--- src/rtl/sonar_pkg.sv ---
// Shared constants and types for the sonar sample-buffer read path.
package sonar_pkg;

   localparam int unsigned SAMPLE_ADDR_W = 11;
   localparam int unsigned SAMPLE_W      = 8;
   localparam int unsigned SAMPLE_DEPTH  = 2 ** SAMPLE_ADDR_W;

   typedef enum logic [1:0] {
      IDLE,
      READ,
      DRAIN
   } rd_state_t;

endpackage

--- src/rtl/fifo2_fwft.sv ---
// Two-entry first-word-fall-through FIFO with asynchronous reset.
// A write into an empty FIFO is visible at the head in the same cycle.
module fifo2_fwft
   import sonar_pkg::*;
#(
   parameter int unsigned DW = SAMPLE_W + 1
) (
   input  logic          clk,
   input  logic          rst,
   input  logic          i_push,
   input  logic [DW-1:0] i_wdata,
   input  logic          i_pop,
   output logic [DW-1:0] o_rdata,
   output logic [1:0]    o_count,
   output logic          o_empty,
   output logic          o_full
);

   logic [DW-1:0] r_mem [2];
   logic          r_wptr;
   logic          r_rptr;
   logic [1:0]    r_count;
   logic          w_bypass;
   logic          w_store;
   logic          w_drop;

   // Push and pop of the same word while empty: the word passes straight
   // through and is never stored.
   assign w_bypass = (r_count == 2'd0) && i_push && i_pop;
   assign w_store  = i_push && !w_bypass;
   assign w_drop   = i_pop && (r_count != 2'd0);

   assign o_count  = r_count;
   assign o_full   = (r_count == 2'd2);
   assign o_empty  = (r_count == 2'd0) && !i_push;
   assign o_rdata  = (r_count != 2'd0) ? r_mem[r_rptr] : (i_push ? i_wdata : '0);

   // Storage, pointers and occupancy.
   always_ff @(posedge clk or posedge rst) begin
      if (rst) begin
         for (int unsigned i = 0; i < 2; i++) begin
            r_mem[i] <= '0;
         end
         r_wptr  <= 1'b0;
         r_rptr  <= 1'b0;
         r_count <= 2'd0;
      end else begin
         if (w_store) begin
            r_mem[r_wptr] <= i_wdata;
            r_wptr        <= ~r_wptr;
         end
         if (w_drop) begin
            r_rptr <= ~r_rptr;
         end
         case ({w_store, w_drop})
            2'b10:   r_count <= r_count + 2'd1;
            2'b01:   r_count <= r_count - 2'd1;
            default: r_count <= r_count;
         endcase
      end
   end

endmodule

--- src/rtl/sample_buffer_reader.sv ---
// Read-side engine for the sample RAM: fetches a window of samples through
// RAM port B and streams them out as valid/ready bytes with back-pressure.
module sample_buffer_reader
   import sonar_pkg::*;
#(
   parameter int unsigned ADDR_W = SAMPLE_ADDR_W,
   parameter int unsigned DATA_W = SAMPLE_W,
   parameter int unsigned RD_LAT = 1
) (
   input  logic              clk,
   input  logic              reset,
   input  logic              start,
   input  logic [ADDR_W-1:0] base_addr,
   input  logic [ADDR_W:0]   length,
   output logic              busy,
   output logic              done,
   output logic              ram_ce,
   output logic              ram_oce,
   output logic [ADDR_W-1:0] ram_adb,
   input  logic [DATA_W-1:0] ram_dout,
   output logic [DATA_W-1:0] m_data,
   output logic              m_valid,
   input  logic              m_ready,
   output logic              m_last
);

   // Words outstanding (stored + in flight) may never exceed the FIFO depth.
   localparam logic [2:0] CREDIT_LIMIT = 3'(RD_LAT + 1);

   rd_state_t         r_state;
   rd_state_t         w_state_nxt;
   logic [ADDR_W-1:0] r_rd_addr;
   logic [ADDR_W:0]   r_issue_cnt;
   logic [ADDR_W:0]   r_beat_cnt;
   logic              r_inflight;
   logic              r_inflight_last;
   logic              r_zero_done;
   logic              w_start_ok;
   logic              w_accept;
   logic              w_zero_start;
   logic              w_credit_ok;
   logic              w_issue;
   logic              w_final_issue;
   logic              w_pop;
   logic [1:0]        w_fifo_count;
   logic              w_fifo_empty;
   logic              w_fifo_full;
   logic [DATA_W:0]   w_fifo_head;

   // A zero-length request completes with a done pulse while still in IDLE;
   // a start coinciding with that pulse is ignored like any start during done.
   assign w_start_ok    = (r_state == IDLE) && start && !r_zero_done;
   assign w_accept      = w_start_ok && (length != '0);
   assign w_zero_start  = w_start_ok && (length == '0);
   assign w_credit_ok   = (({1'b0, w_fifo_count} + {2'b00, r_inflight}) < CREDIT_LIMIT);
   assign w_issue       = (r_state == READ) && (r_issue_cnt != '0) && w_credit_ok && !w_fifo_full;
   assign w_final_issue = w_issue && (r_issue_cnt == (ADDR_W+1)'(1));
   assign w_pop         = m_valid && m_ready;

   assign ram_oce = 1'b1;
   assign ram_adb = r_rd_addr;
   assign m_valid = !w_fifo_empty;
   assign m_data  = w_fifo_head[DATA_W-1:0];
   assign m_last  = w_fifo_head[DATA_W];

   // State register.
   always_ff @(posedge clk or posedge reset) begin
      if (reset) begin
         r_state <= IDLE;
      end else begin
         r_state <= w_state_nxt;
      end
   end

   // Next-state and control outputs; done is raised in DRAIN as soon as the
   // last beat has gone, so busy drops in that same cycle.
   always_comb begin
      w_state_nxt = r_state;
      busy        = 1'b0;
      done        = r_zero_done;
      ram_ce      = w_issue;
      case (r_state)
         IDLE: begin
            if (w_accept) begin
               w_state_nxt = READ;
            end
         end
         READ: begin
            busy = 1'b1;
            if (w_final_issue) begin
               w_state_nxt = DRAIN;
            end
         end
         DRAIN: begin
            if (r_beat_cnt == '0) begin
               done        = 1'b1;
               w_state_nxt = IDLE;
            end else begin
               busy = 1'b1;
            end
         end
         default: w_state_nxt = IDLE;
      endcase
   end

   // Address, issue/beat counters and the one-deep in-flight tracker.
   always_ff @(posedge clk or posedge reset) begin
      if (reset) begin
         r_rd_addr       <= '0;
         r_issue_cnt     <= '0;
         r_beat_cnt      <= '0;
         r_inflight      <= 1'b0;
         r_inflight_last <= 1'b0;
         r_zero_done     <= 1'b0;
      end else begin
         r_zero_done     <= w_zero_start;
         r_inflight      <= w_issue;
         r_inflight_last <= w_final_issue;
         if (w_accept) begin
            r_rd_addr   <= base_addr;
            r_issue_cnt <= length;
         end else if (w_issue) begin
            r_rd_addr   <= r_rd_addr + ADDR_W'(1);
            r_issue_cnt <= r_issue_cnt - (ADDR_W+1)'(1);
         end
         if (w_accept) begin
            r_beat_cnt <= length;
         end else if (w_pop) begin
            r_beat_cnt <= r_beat_cnt - (ADDR_W+1)'(1);
         end
      end
   end

   fifo2_fwft #(
      .DW(DATA_W + 1)
   ) u_fifo (
      .clk     (clk),
      .rst     (reset),
      .i_push  (r_inflight),
      .i_wdata ({r_inflight_last, ram_dout}),
      .i_pop   (w_pop),
      .o_rdata (w_fifo_head),
      .o_count (w_fifo_count),
      .o_empty (w_fifo_empty),
      .o_full  (w_fifo_full)
   );

endmodule

--- config.mk ---
export PLATFORM = sky130hd
export DESIGN_NAME = sample_buffer_reader
export DESIGN_NICKNAME = d
export VERILOG_FILES = /design/src/rtl/sonar_pkg.sv /design/src/rtl/fifo2_fwft.sv /design/src/rtl/sample_buffer_reader.sv
export SDC_FILE = /design/constraint.sdc
export NUM_CORES = 1
export LEC_CHECK = 0
export CORE_ASPECT_RATIO = 1.25
export CORE_MARGIN = 2
export CORE_UTILIZATION = 53
export DETAILED_ROUTE_END_ITERATION = 8
export HOLD_SLACK_MARGIN = 0.05
export PLACE_DENSITY = 0.77
export SLEW_MARGIN = 40
export SYNTH_ARGS = -nofsm -noshare
export SYNTH_HDL_FRONTEND = slang
export SYNTH_SLANG_ARGS = --single-unit
export TNS_END_PERCENT = 100
--- constraint.sdc ---
create_clock -name clk -period 2.1 [get_ports clk]
set_clock_uncertainty 0.1 [all_clocks]
set_input_delay 0.315 -clock clk [delete_from_list [all_inputs] [get_ports clk]]
set_output_delay 0.315 -clock clk [all_outputs]
set_load 0.02 [all_outputs]
==> run_1/clock_wires.png <==
Bar = 20 um.
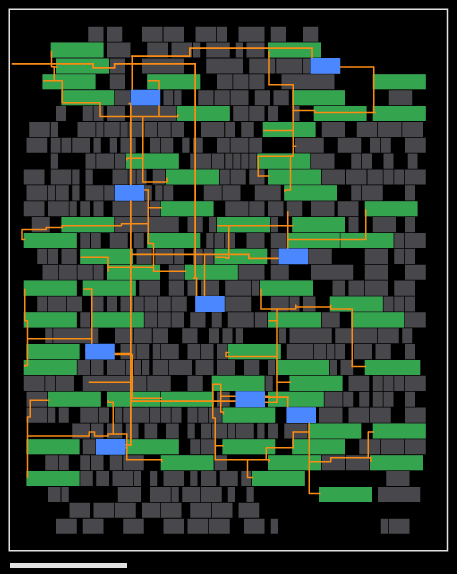
[green] flip-flops | count: 62
[orange] clock wires | length: 787 um
[blue] clock-net drivers | count: 9
routed clock nets: 10
Power Clock: 1.17 mW
Clock Power Share: 0.174
Clk Latency, worst-skew pair: 350 ps

==> run_1/congestion_map.png <==
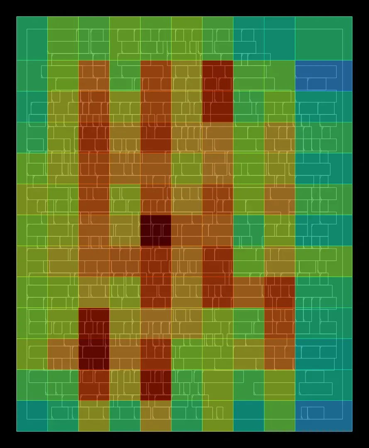
met3 usage: 0.0522
fin util: 0.748
Routed wire per std cell: 15.6 um
met1 Track Usage GR: 0.310

==> flow_metrics.tcl, run 1 <==
# implementation run metrics
set metrics [dict create \
    busiest_layer "met2" \
    timing.final.max_slew_violations 0 \
    critPathLaunchType "flip-flop" \
    yosys_cells 332 \
    worstPathMaxFanout 3 \
    fp_nets 377 \
    fp-utilization 0.543 \
    critPathKind "reg2out" \
    power_density_mw_per_mm2 1470 \
    ir_drop_v 0.000925 \
    failed_checks "negative setup slack" \
    fin_nets 479 \
    synth_cell_types 45 \
    row_count 32 \
    grt_max_degree 63 \
    yosysWarningCount 0 \
    yosys_area_sq_mm 0.00332 \
    status "finished with violations" \
    leakagePower_nw 1.93 \
    cap_violations 0 \
    cts.clk_slew.worst_paths_ps 70 \
    grt_pass1_vias 2915 \
    period_used_share 1.13 \
    edf_count 0 \
    finalSetupViolCount 2 \
    route.detailed.drc 0 \
    grt_pass1_wl_um 13300 \
    drtIter0Drc 165 \
    setup_slack_ps -276 \
    viasPerCell 5.61 \
    fmax_ghz 0.421 \
    synthesis.area_sq_mm 0.00332 \
    synth-seq-cells 62 \
    hold_class "in2async" \
    power_mw 6.72 \
    cts-htree-levels 3 \
    dr_total_vias 2938 \
    top_cells_by_count "62 x dfrtp_1, 27 x nor2_1, 23 x a21oi_1, 22 x nand3_1, 20 x xor2_1" \
    io_pins 60 \
    fin_crit_ps 2380 \
    tns_ps -516 \
]
==> run_1/gates.png <==
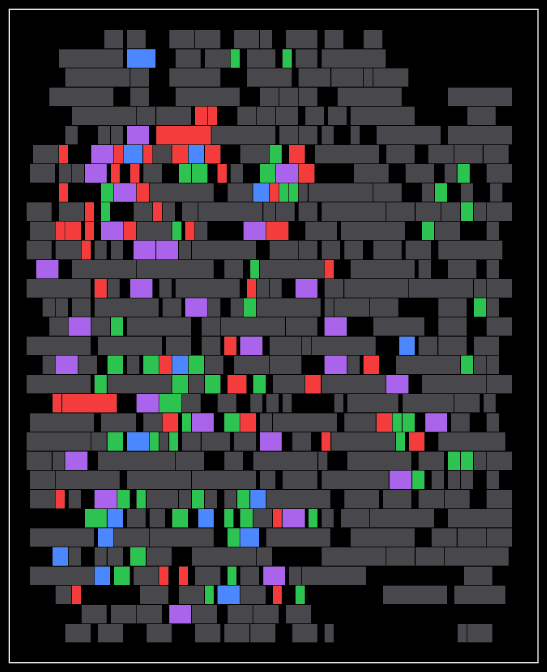
| colour | family | cells |
|---|---|---|
| red | nor cells | 46 |
| green | nand cells | 54 |
| blue | and/or cells | 15 |
| purple | xor and xnor cells | 29 |
Commonest Layout Cell: dfrtp_1
Non-Filler Instances: 524
logic share of the area: 0.376

[run 1: routing by layer]
metal	routed length [um]	up-vias
met1	3310	1433
met2	4310	84
met4	133	0
met3	408	12
li1	-	1409
met5	0	-
[run 1: flip-flops by register name (all words and copies together), names as in the netlist]
signal	flops
u_fifo.r_wptr	1
r_inflight	1
ram_adb	11
r_inflight_last	1
r_state	2
r_beat_cnt	12
u_fifo.r_rptr	1
r_zero_done	1
u_fifo.o_count	2
r_issue_cnt	12
u_fifo.r_mem	18
[run 1: path summary, 6_finish.rpt]
| path | startpoint | endpoint | slack (ps) |
|---|---|---|---|
| setup / recovery | r_beat_cnt[7]$_DFFE_PP0P_ | busy | -280 |
| hold / removal | reset | u_fifo.r_mem[14]$_DFFE_PP0P_ | 230 |
| setup reg to reg | r_issue_cnt[7]$_DFFE_PP0P_ | r_state[1]$_DFFE_PP0P_ | 90 |
| hold reg to reg | r_zero_done$_DFF_PP0_ | r_zero_done$_DFF_PP0_ | 390 |
| max in group asynchronous | reset | u_fifo.r_rptr$_DFFE_PP0P_ | 1380 |
| min in group clk | r_zero_done$_DFF_PP0_ | r_zero_done$_DFF_PP0_ | 390 |
[run 1: metrics by stage]
step                hold WS (ps)  cell area, sq um  setup WS [ps]
floorplan                    332              3320            144
global route                 267              4580           -370
detailed placement           356              4270           -323
global placement             354              4270           -289
finish                       230              4580           -276
CTS                          259              4590           -345
[run 1: cell usage in the layout (no fill, tap or decap), drive strengths merged, types with 2 or more instances in the layout]
master and count:
xor2 20, inv 10, a21oi 23, nor2 28
nand3 22, mux2i 10, xnor2 9, nor3 6
mux2 19, buf 50, nand2 19, or3 4
o31ai 2, and4 2, or4 3, and3 4
a211o 2, o21ai 20, clkinvlp 2, nor2b 4
a211oi 2, nand4 11, dfrtp 62, clkinv 2
clkbuf 20, nor4 6, nand4b 2, a31oi 8
ha 10, clkdlybuf4s50 45, bufinv 2, and2 2
[run 1: report_power, final]
part	switching, mW	internal (mW)	total, mW
registers	0.560	1.75	2.31
clock network	0.476	0.695	1.17
logic	1.63	1.61	3.23
[run 1: layout make-up]
class / count / area (sq um)
Clock inverter: 6 / 85.1
Sequential cell: 62 / 1550
Timing Repair Buffer: 105 / 938
Tap cell: 85 / 106
Multi-Input combinational cell: 246 / 1720
Clock buffer: 10 / 138
Inverter: 10 / 37.5
Fill cell: 444 / 1540
[run 1: worst max-delay path: stages, from the launching register on]
cell and delay, ps:
dfrtp_1 380, or4_4 560, nor4_4 230, a21boi_2 110, nor2_2 110, nor2b_1 70, buf_2 160
[run 1: what timing repair did]
item / CTS / global route
pin swaps: 8 / 9
setup endpoints to repair: 16 / 19
hold buffers: 0 / 0
buffers inserted: 9 / 3
gates resized: 37 / 31
[run 1: logic make-up after synthesis]
logic type / Yosys count / share of synthesized area
compound gates: 62 / 0.111
fa+ha+maj: 10 / 0.0376
buf+inv: 24 / 0.0286
xor+xnor: 29 / 0.0764
flops: 62 / 0.467
mux: 29 / 0.0945
simple gates: 115 / 0.184
other cells: 1 / 0.00113
==> run 2: changes to the inputs <==
--- a/config.mk
+++ b/config.mk
@@ -5,9 +5,10 @@
 export SDC_FILE = /design/constraint.sdc
 export NUM_CORES = 1
 export LEC_CHECK = 0
+export ABC_AREA = 1
 export CORE_ASPECT_RATIO = 1.25
 export CORE_MARGIN = 2
-export CORE_UTILIZATION = 53
+export CORE_UTILIZATION = 54
 export DETAILED_ROUTE_END_ITERATION = 8
 export HOLD_SLACK_MARGIN = 0.05
 export PLACE_DENSITY = 0.77
==> run_2/gates.png <==
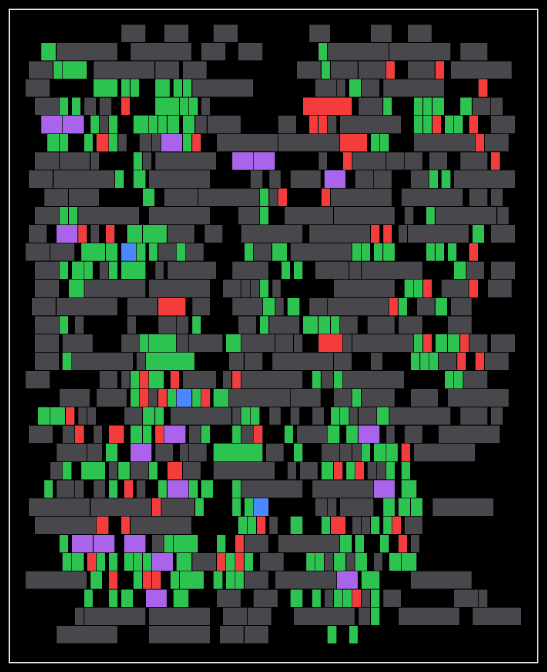
| colour | family | cells | most used |
|---|---|---|---|
| red | nor cells | 62 | nor2_1 |
| green | nand cells | 204 | nand2_1 |
| purple | xor and xnor cells | 18 | xor2_1 |
| blue | and/or cells | 3 | or2_1 |
Commonest Layout Cell: nand2_1
Non-Filler Instances: 654
logic share of the area: 0.405

==> run 2 against run 1 <==
The flow now finishes without violations; synthesized cell count increased by 43%; flip-flop count unchanged; critical endpoint is now ram_ce; area after synthesis increased by 13%; critical path type unchanged.
==> flow_metrics.tcl, run 2 <==
# implementation run metrics
set metrics [dict create \
    worstPathBufferInverterCount 4 \
    status "finished, final reports clean" \
    io_pins 60 \
    largest_register_ffs 18 \
    synthesis.area_sq_mm 0.00376 \
    fmax_ghz 0.496 \
    grt_max_degree 63 \
    fp-utilization 0.550 \
    row_count 34 \
    fp_nets 521 \
    stdcell_area_sq_mm 0.00475 \
    largest_register "u_fifo.r_mem" \
    critPathKind "reg2out" \
    cap_violations 0 \
    hold_class "in2async" \
    fin_nets 604 \
    leakagePower_nw 2.32 \
    area.combinational_sq_mm 0.00193 \
    period_used_share 0.961 \
    worstPathMaxFanout 3 \
    p_sw_frac 0.451 \
    critPathLaunchType "flip-flop" \
    tns_ps 0 \
    insertion_delay_ps 340 \
    crit_family "buffers and inverters" \
    dr_total_vias 3393 \
    lay_top_cells "133 x nand2_1, 62 x dfrtp_1, 53 x nor2_1, 46 x inv_1, 45 x clkdlybuf4s50_1" \
    synth-seq-cells 62 \
    wire_per_inst_um 13.4 \
]
==> run_2/ff_map.png <==
Bar = 20 um. Other sequential cells in the stronger grey, the rest of the logic in the fainter grey.
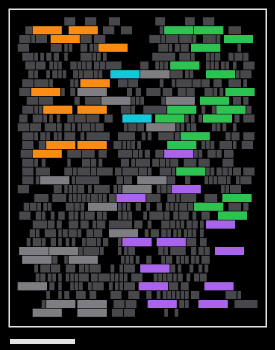
| colour | name in the netlist | placed flops |
|---|---|---|
| purple | `r_beat_cnt` | 12 |
| orange | `ram_adb` | 11 |
| cyan | `u_fifo.o_count` | 2 |
| green | `u_fifo.r_mem` | 18 |
not coloured: 19
Sequential cell area: 0.00155 sq mm
Seq/total area: 0.326
sequential power: 2.23 mW

run 2: worst paths after layout:
kind                       slack [ps]                             to                           from  cells past startpoint
setup / recovery                   80                         ram_ce         r_state[1]$_DFFE_PP0P_                      8
max in group asynchronous        1380    u_fifo.r_mem[9]$_DFFE_PP0P_                          reset                      3
hold / removal                    240      r_beat_cnt[9]$_DFFE_PP0P_                          reset                      3
hold reg to reg                   370   u_fifo.r_mem[10]$_DFFE_PP0P_   u_fifo.r_mem[10]$_DFFE_PP0P_                      2
min in group clk                  370   u_fifo.r_mem[10]$_DFFE_PP0P_   u_fifo.r_mem[10]$_DFFE_PP0P_                      2
setup reg to reg                  180  u_fifo.o_count[1]$_DFFE_PP0P_  u_fifo.o_count[1]$_DFFE_PP0P_                      9
run 2: layout make-up:
type	instances	share of cell area
clock buffer	10	0.0290
clock inverter	6	0.00790
inverter	55	0.0455
multi-input combinational	348	0.405
sequential	62	0.326
tap	90	0.0237
timing repair buffer	83	0.162
run 2: per-stage QoR:
step / setup WS (ps) / hold WS [ps]
2_1_floorplan: 144 / 332
3_3_place_gp: 5.06 / 354
3_5_place_dp: -20.2 / 360
4_1_cts: 24.9 / 263
5_1_grt: 1.04 / 296
6_report: 82.7 / 244
run 2: tightest hold or removal path: stages:
cell and delay (ps):
clkdlybuf4s50_1 410, inv_2 70, buf_12 290
run 2: power groups by stage:
stage / sequential, mW / combinational, mW / clock [mW]
2_1_floorplan: 2.25 / 2.47 / 0
3_3_place_gp: 2.20 / 3.77 / 0
3_5_place_dp: 2.22 / 3.87 / 0
4_1_cts: 2.22 / 3.76 / 0.954
5_1_grt: 2.31 / 4.25 / 1.02
6_report: 2.23 / 3.79 / 0.941
run 2: cells by family after synthesis:
| group | after synthesis | synth area share |
|---|---|---|
| XOR/XNOR | 18 | 0.0419 |
| adder cells (fa/ha/maj) | 10 | 0.0332 |
| multiplexers | 9 | 0.0269 |
| buffers and inverters | 66 | 0.0804 |
| AND-OR/OR-AND | 41 | 0.0731 |
| other | 1 | 0.000996 |
| AND/OR/NAND/NOR | 269 | 0.331 |
| flip-flops | 62 | 0.412 |
run 2: layer usage:
layer  vias to the layer above  track usage  routed length, um
met5                         -            0                  0
met4                         0       0.0904                114
met2                        78        0.413               4360
met3                        12       0.0362                347
met1                      1608        0.333               3960
li1                       1695            -                  -
run 2: repair_timing:
action / CTS / global route
buffers inserted: 0 / 2
resized: 23 / 23
pin swaps: 0 / 2
setup endpoints to repair: 13 / 10
==> run 3: changes to the inputs <==
--- a/config.mk
+++ b/config.mk
@@ -6,12 +6,11 @@
 export NUM_CORES = 1
 export LEC_CHECK = 0
 export ABC_AREA = 1
-export CORE_ASPECT_RATIO = 1.25
 export CORE_MARGIN = 2
 export CORE_UTILIZATION = 54
 export DETAILED_ROUTE_END_ITERATION = 8
 export HOLD_SLACK_MARGIN = 0.05
-export PLACE_DENSITY = 0.77
+export PLACE_DENSITY = 0.8
 export SLEW_MARGIN = 40
 export SYNTH_ARGS = -nofsm -noshare
 export SYNTH_HDL_FRONTEND = slang
==> run_3/class_map.png <==
Bar = 20 um.
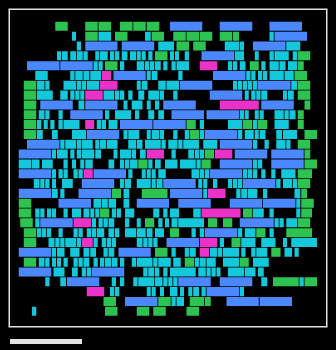
| colour | class | cells | share of their area |
|---|---|---|---|
| magenta | clock drivers and dummy loads | 16 | 4.8% |
| blue | sequential cells | 62 | 33% |
| cyan | remaining logic cells | 403 | 46% |
| green | remaining buffers and delay cells | 81 | 16% |
fin util: 0.706
Seq/total area: 0.325
area of the core: 0.00676 sq mm

==> run 3 against run 2 <==
Register-to-register slack is essentially flat; clock-buffer cell count shrank 1; flip-flop count unchanged; sequential power barely moved; critical path depth is the same; maximum frequency increased by 0.24%; critical endpoint is now busy; largest cell class unchanged; wire length rose by 0.55%; largest power group unchanged; clock power is 24% higher.
==> flow_metrics.tcl, run 3 <==
# implementation run metrics
set metrics [dict create \
    routed.top_layer "met4" \
    cap_violations 0 \
    m1WireLength_um 4050 \
    critPathKind "reg2out" \
    critPathLaunchType "flip-flop" \
    largest_register "u_fifo.r_mem" \
    simple_gate_area_frac 0.331 \
    mux_share 0.0269 \
    worstPathMaxFanout 3 \
    lay_top_cells "134 x nand2_1, 61 x dfrtp_1, 50 x nor2_1, 45 x inv_1, 45 x clkdlybuf4s50_1" \
    largest_register_ffs 18 \
    io_pins 60 \
    instances_no_fill 642 \
    xor_area_frac 0.0419 \
    p_sw_frac 0.443 \
    cts_setup_buffers 0 \
    fmax_ghz 0.497 \
    grt_max_degree 63 \
    synth-compound-area-share 0.0731 \
    stdcell_area_sq_mm 0.00477 \
    row_count 30 \
    status "finished, final reports clean" \
    worstPathBufferInverterCount 2 \
    hold_class "in2async" \
]
==> run_3/congestion_map.png <==
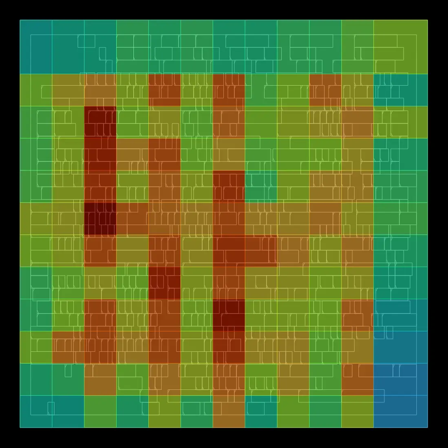
Routed wire per std cell: 13.8 um
met3 usage: 0.0322
grt met2 use: 0.398
Global Route Usage Sum: 0.247

## run 3: repair_timing
item | in CTS | in global routing
endpoints found under the setup margin | 13 | 13
resized | 23 | 34
hold buffers | 0 | 0
pin swaps | 0 | 1
## run 3: cells by family (layout without fill, tap and decap cells)
family	count (synthesis)	count (layout)
other cells	1	1
xor+xnor	18	18
simple gates	269	269
flops	62	62
fa+ha+maj	10	10
compound gates	41	41
buf+inv	66	152
mux	9	9
## run 3: final timing paths
| kind | startpoint | to | slack [ps] | cells after the start |
|---|---|---|---|---|
| hold / removal | reset | r_state[1]$_DFFE_PP0P_ | 250 | 3 |
| hold reg to reg | u_fifo.r_mem[16]$_DFFE_PP0P_ | u_fifo.r_mem[16]$_DFFE_PP0P_ | 380 | 2 |
| setup / recovery | r_beat_cnt[1]$_DFFE_PP0P_ | busy | 90 | 8 |
| setup reg to reg | u_fifo.o_count[1]$_DFFE_PP0P_ | u_fifo.o_count[1]$_DFFE_PP0P_ | 180 | 9 |
| max in group asynchronous | reset | r_beat_cnt[8]$_DFFE_PP0P_ | 1360 | 3 |
| min in group clk | u_fifo.r_mem[16]$_DFFE_PP0P_ | u_fifo.r_mem[16]$_DFFE_PP0P_ | 380 | 2 |
## run 3: per-stage QoR
step / setup TNS [ps] / setup WS [ps] / total power [mW]
2_1_floorplan: 0 / 144 / 4.72
3_3_place_gp: 0 / 43.4 / 5.96
3_5_place_dp: 0 / 2.16 / 6.10
4_1_cts: -53.0 / -53.0 / 7.19
5_1_grt: -14.0 / -14.0 / 7.76
6_report: 0 / 87.6 / 7.19
## run 3: worst reg2reg max path: stages (launching register included)
cell and delay (ps):
dfrtp_1 400, nor2_2 160, buf_12 170, nand2_1 80, nand2_1 100, nor2_1 70, ha_1 320, a21oi_1 120
o21ai_0 120, xor2_1 160
## run 3: per-layer routing
metal / vias up / global-route usage
li1: 1691 / -
met4: 0 / 0.0993
met2: 90 / 0.398
met1: 1649 / 0.336
met5: - / 0
met3: 15 / 0.0322
## run 3: layout make-up
type,instances,area (sq um)
multi-input combinational,348,1930
clock buffer,9,124
inverter,55,218
clock inverter,7,98.8
fill,532,1980
timing repair buffer,81,752
sequential,62,1550
tap,80,100
## run 3: power groups by stage
stage / clock, mW / combinational [mW] / sequential, mW
2_1_floorplan: 0 / 2.47 / 2.25
3_3_place_gp: 0 / 3.75 / 2.21
3_5_place_dp: 0 / 3.86 / 2.24
4_1_cts: 1.19 / 3.77 / 2.23
5_1_grt: 1.25 / 4.17 / 2.33
6_report: 1.17 / 3.76 / 2.26
Power and IR drop assume default switching activity.
